===== src/rtl/lipsi_pkg.sv =====
// Shared types and encodings for the Lipsi fetch/decode/sequencing unit.
package lipsi_pkg;

    typedef enum logic [2:0] {
        S_FETCH,
        S_DECODE,
        S_EXEC,
        S_IND,
        S_IND_ST,
        S_IMM,
        S_HALT
    } state_t;

    typedef enum logic [3:0] {
        C_ALU_REG,
        C_ST,
        C_BRL,
        C_LDIND,
        C_STIND,
        C_IMM,
        C_SHIFT,
        C_NOP,
        C_EXIT
    } op_class_t;

    localparam logic [3:0] OP_ST    = 4'h8;
    localparam logic [3:0] OP_BRL   = 4'h9;
    localparam logic [3:0] OP_LDIND = 4'hA;
    localparam logic [3:0] OP_STIND = 4'hB;
    localparam logic [3:0] OP_ALUI  = 4'hC;
    localparam logic [3:0] OP_BR    = 4'hD;
    localparam logic [3:0] OP_SH    = 4'hE;
    localparam logic [3:0] OP_IO    = 4'hF;
    localparam logic [7:0] EXIT     = 8'hFF;

    localparam logic [3:0] ALU_HOLD = 4'h0;
    localparam logic [3:0] ALU_LD   = 4'hF;

    // cc=01 is reserved and never branches
    function automatic logic br_taken(input logic [1:0] cc, input logic acc_zero);
        case (cc)
            2'b00:   return 1'b1;
            2'b10:   return acc_zero;
            2'b11:   return !acc_zero;
            default: return 1'b0;
        endcase
    endfunction

endpackage


===== src/rtl/lipsi_decode.sv =====
// Pure combinational classification of an instruction byte into op class and follow-on state.
module lipsi_decode
    import lipsi_pkg::*;
(
    input  logic [7:0] instr,
    output op_class_t  op_class,
    output state_t     next_state
);

    always_comb begin
        op_class   = C_NOP;
        next_state = S_FETCH;
        if (!instr[7]) begin
            op_class   = C_ALU_REG;
            next_state = S_EXEC;
        end else begin
            case (instr[7:4])
                OP_ST:    op_class = C_ST;
                OP_BRL:   op_class = C_BRL;
                OP_LDIND: begin
                    op_class   = C_LDIND;
                    next_state = S_IND;
                end
                OP_STIND: begin
                    op_class   = C_STIND;
                    next_state = S_IND_ST;
                end
                OP_ALUI, OP_BR: begin
                    op_class   = C_IMM;
                    next_state = S_IMM;
                end
                OP_SH:    op_class = C_SHIFT;
                OP_IO: begin
                    if (instr == EXIT) begin
                        op_class   = C_EXIT;
                        next_state = S_HALT;
                    end
                end
                default: ;
            endcase
        end
    end

endmodule


===== src/rtl/lipsi_ctrl.sv =====
// Lipsi control unit: PC, instruction register, sequencing FSM and ALU/memory strobes.
module lipsi_ctrl
    import lipsi_pkg::*;
#(
    parameter int              PC_W     = 8,
    parameter int              DATA_W   = 8,
    parameter logic [PC_W-1:0] RESET_PC = '0
) (
    input  logic              clk,
    input  logic              rst,
    output logic [PC_W-1:0]   imem_addr,
    input  logic [DATA_W-1:0] imem_rdata,
    output logic [7:0]        dmem_addr,
    output logic [DATA_W-1:0] dmem_wdata,
    output logic              dmem_we,
    input  logic [DATA_W-1:0] dmem_rdata,
    input  logic [DATA_W-1:0] acc_out,
    output logic              acc_we,
    output logic [DATA_W-1:0] rd_data,
    output logic [3:0]        alu_ctrl,
    output logic              halted
);

    state_t            state, state_next;
    logic [PC_W-1:0]   pc, pc_next, pc_inc;
    logic [DATA_W-1:0] ir, ir_next;
    op_class_t         dec_class;
    state_t            dec_state;
    logic              unused_ir;

    assign pc_inc    = pc + PC_W'(1);
    assign unused_ir = ir[3];

    lipsi_decode u_decode (
        .instr      (imem_rdata[7:0]),
        .op_class   (dec_class),
        .next_state (dec_state)
    );

    always_ff @(posedge clk or posedge rst) begin
        if (rst) begin
            state <= S_FETCH;
            pc    <= RESET_PC;
            ir    <= '0;
        end else begin
            state <= state_next;
            pc    <= pc_next;
            ir    <= ir_next;
        end
    end

    always_comb begin
        state_next = state;
        pc_next    = pc;
        ir_next    = ir;
        imem_addr  = pc;
        dmem_addr  = '0;
        dmem_wdata = acc_out;
        dmem_we    = 1'b0;
        acc_we     = 1'b0;
        rd_data    = dmem_rdata;
        alu_ctrl   = ALU_HOLD;
        halted     = 1'b0;

        case (state)
            S_FETCH: begin
                pc_next    = pc_inc;
                state_next = S_DECODE;
            end

            // Decode acts on the ROM output directly; ir only serves the later states.
            S_DECODE: begin
                ir_next    = imem_rdata;
                state_next = dec_state;
                dmem_addr  = {4'h0, imem_rdata[3:0]};
                case (dec_class)
                    C_ST:    dmem_we = 1'b1;
                    C_BRL: begin
                        dmem_wdata = DATA_W'(pc);
                        dmem_we    = 1'b1;
                        pc_next    = PC_W'(acc_out);
                    end
                    C_IMM:   pc_next = pc_inc;
                    C_SHIFT: begin
                        alu_ctrl = {2'b01, imem_rdata[1:0]};
                        acc_we   = 1'b1;
                    end
                    default: ;
                endcase
            end

            S_EXEC: begin
                acc_we     = 1'b1;
                alu_ctrl   = (ir[7:4] == OP_LDIND) ? ALU_LD : {1'b1, ir[6:4]};
                state_next = S_FETCH;
            end

            S_IND: begin
                dmem_addr  = dmem_rdata[7:0];
                state_next = S_EXEC;
            end

            S_IND_ST: begin
                dmem_addr  = dmem_rdata[7:0];
                dmem_we    = 1'b1;
                state_next = S_FETCH;
            end

            S_IMM: begin
                state_next = S_FETCH;
                if (ir[7:4] == OP_ALUI) begin
                    rd_data  = imem_rdata;
                    alu_ctrl = {1'b1, ir[2:0]};
                    acc_we   = 1'b1;
                end else if (br_taken(ir[1:0], acc_out == '0)) begin
                    pc_next = PC_W'(imem_rdata);
                end
            end

            S_HALT: halted = 1'b1;

            default: state_next = S_FETCH;
        endcase
    end

endmodule

===== config.mk =====
export PLATFORM = sky130hd
export DESIGN_NAME = lipsi_ctrl
export DESIGN_NICKNAME = d
export VERILOG_FILES = /design/src/rtl/lipsi_pkg.sv /design/src/rtl/lipsi_decode.sv /design/src/rtl/lipsi_ctrl.sv
export SDC_FILE = /design/constraint.sdc
export NUM_CORES = 1
export LEC_CHECK = 0
export CAP_MARGIN = 20
export CORE_MARGIN = 1.5
export CORE_UTILIZATION = 48
export DETAILED_ROUTE_END_ITERATION = 8
export PLACE_DENSITY = 0.84
export SYNTH_ARGS = -nofsm -noshare
export SYNTH_HDL_FRONTEND = slang
export SYNTH_HIERARCHICAL = 1
export SYNTH_SLANG_ARGS = --single-unit

===== constraint.sdc =====
create_clock -name clk -period 4.1 [get_ports clk]
set_clock_uncertainty 0.1 [all_clocks]
set_input_delay 0.41 -clock clk [delete_from_list [all_inputs] [get_ports clk]]
set_output_delay 0.41 -clock clk [all_outputs]
set_load 0.005 [all_outputs]

Figure 1. Logic cells by family.
The bar under the picture is 20 µm long.
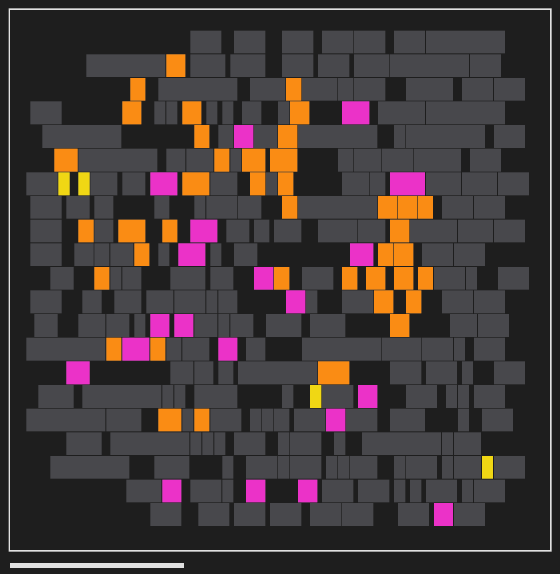
legend:
  and/or cells:
    color: magenta
    cells: 20
  aoi and oai cells:
    color: orange
    cells: 40
  inv cells:
    color: yellow
    cells: 4
Cell Count, Final, Fillers Out: 312
Commonest Layout Cell: clkdlybuf4s50_1
Comb/total area: 49.03%

Figure 2. Cell classes on the final placement.
The bar under the picture is 20 µm long.
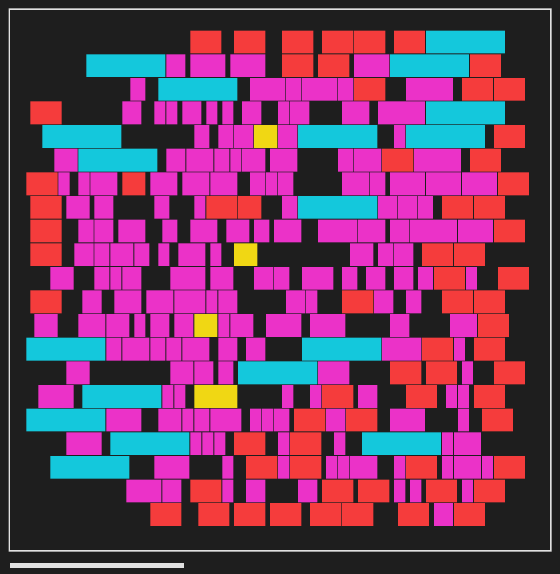
legend:
  combinational and other logic:
    color: magenta
    cells: 178
    share_of_their_area: 51%
  remaining buffers and delay cells:
    color: red
    cells: 66
    share_of_their_area: 28%
  clock drivers and dummy loads:
    color: yellow
    cells: 4
    share_of_their_area: 1.6%
  sequential cells:
    color: cyan
    cells: 18
    share_of_their_area: 19%
fraction of area in registers: 18.90%
# rows: 21

==> impl_metrics.env <==
# implementation run metrics
export IMPL_root_buffer="clkbuf_4"
export IMPL_cp_startpoint="imem_rdata[0]"
export IMPL_cts_resized=0
export IMPL_grt_max_degree=19
export IMPL_status="complete, no violations"
export IMPL_p_comb_w=0.000906
export IMPL_synth_top_cell_area_share_pct=26.81
export IMPL_crit_path_max_incr_delay_ps=610
export IMPL_portBuffers=64
export IMPL_clk_pin_slew_ps=110
export IMPL_largest_reg_flops=8
export IMPL_syn_area_per_cell_um2=8.197
export IMPL_route_detailed_drc=0
export IMPL_grt_pass1_vias=1749
export IMPL_crit_family="buffers and inverters"
export IMPL_drv_cap=0
export IMPL_drt_pass1_iter_count=5
export IMPL_wire_per_inst_um=16.64
export IMPL_grt_use_met2_pct=42.80
export IMPL_die_area_um2=3864
export IMPL_min_path_type="in -> async"
export IMPL_async_flop_share_pct=100.0
export IMPL_dpl_hpwl_um=3762
export IMPL_cp_num_buf_inv=2
export IMPL_grt_usage_pct=27.06
export IMPL_rsz0062_at_grt="no"
export IMPL_pwr_density_cell_nw_per_um2=599.4
export IMPL_clockBufferDepth=2
export IMPL_fin_crit_ps=3681
export IMPL_logic_area_um2=1169
export IMPL_dpl_cell_area_um2=2347
export IMPL_cp_start_kind="input pin"
export IMPL_worstSetupPathType="in -> out"
Figure 3. Floorplan with the power grid.
Pins as bars on the die edge. Tap cells in gray.
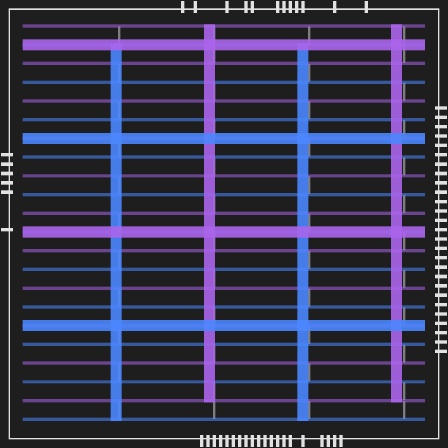
legend:
  VDD:
    color: purple
  VSS:
    color: blue
tap cells: 46
signal pins: 65
met5 straps: 4
rows: 21
met1 rails: 22
core area: 3337 µm²
die width: 62.17 µm

Figure 4. Clock network drawn from the DEF.
The bar under the picture is 20 µm long.
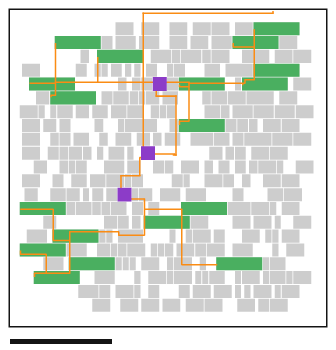
legend:
  clock wires:
    color: orange
    length: 272 µm
  clock drivers:
    color: purple
    count: 3
  flip-flops:
    color: green
    count: 18
flops lie: widely spread
routed clock nets: 4
clk latency late pin: 300 ps
Clk power: 0.000115 W

[layer usage]
metal / vias to the layer above / wire [µm] / share of wire, %
li1: 888 / - / -
met1: 888 / 2110 / 41
met2: 129 / 2367 / 46
met3: 15 / 582 / 11
met4: 0 / 131 / 2.5
met5: - / 0 / 0
[worst min path at each step]
| stage | slack (ps) | from | to | cells past startpoint |
|---|---|---|---|---|
| 3_3_place_gp | 420 | ir[2] | ir[2] | 1 |
| 3_5_place_dp | 420 | ir[2] | ir[2] | 1 |
| 5_1_grt | 480 | ir[7] | ir[7] | 1 |
| 6_report | 430 | rst | ir[2] | 2 |
| 4_1_cts | 450 | rst | imem_addr[0] | 2 |
| 2_1_floorplan | 250 | rst | imem_addr[0] | 1 |
Power figures rest on the tool's default switching activity, not on a simulated workload.
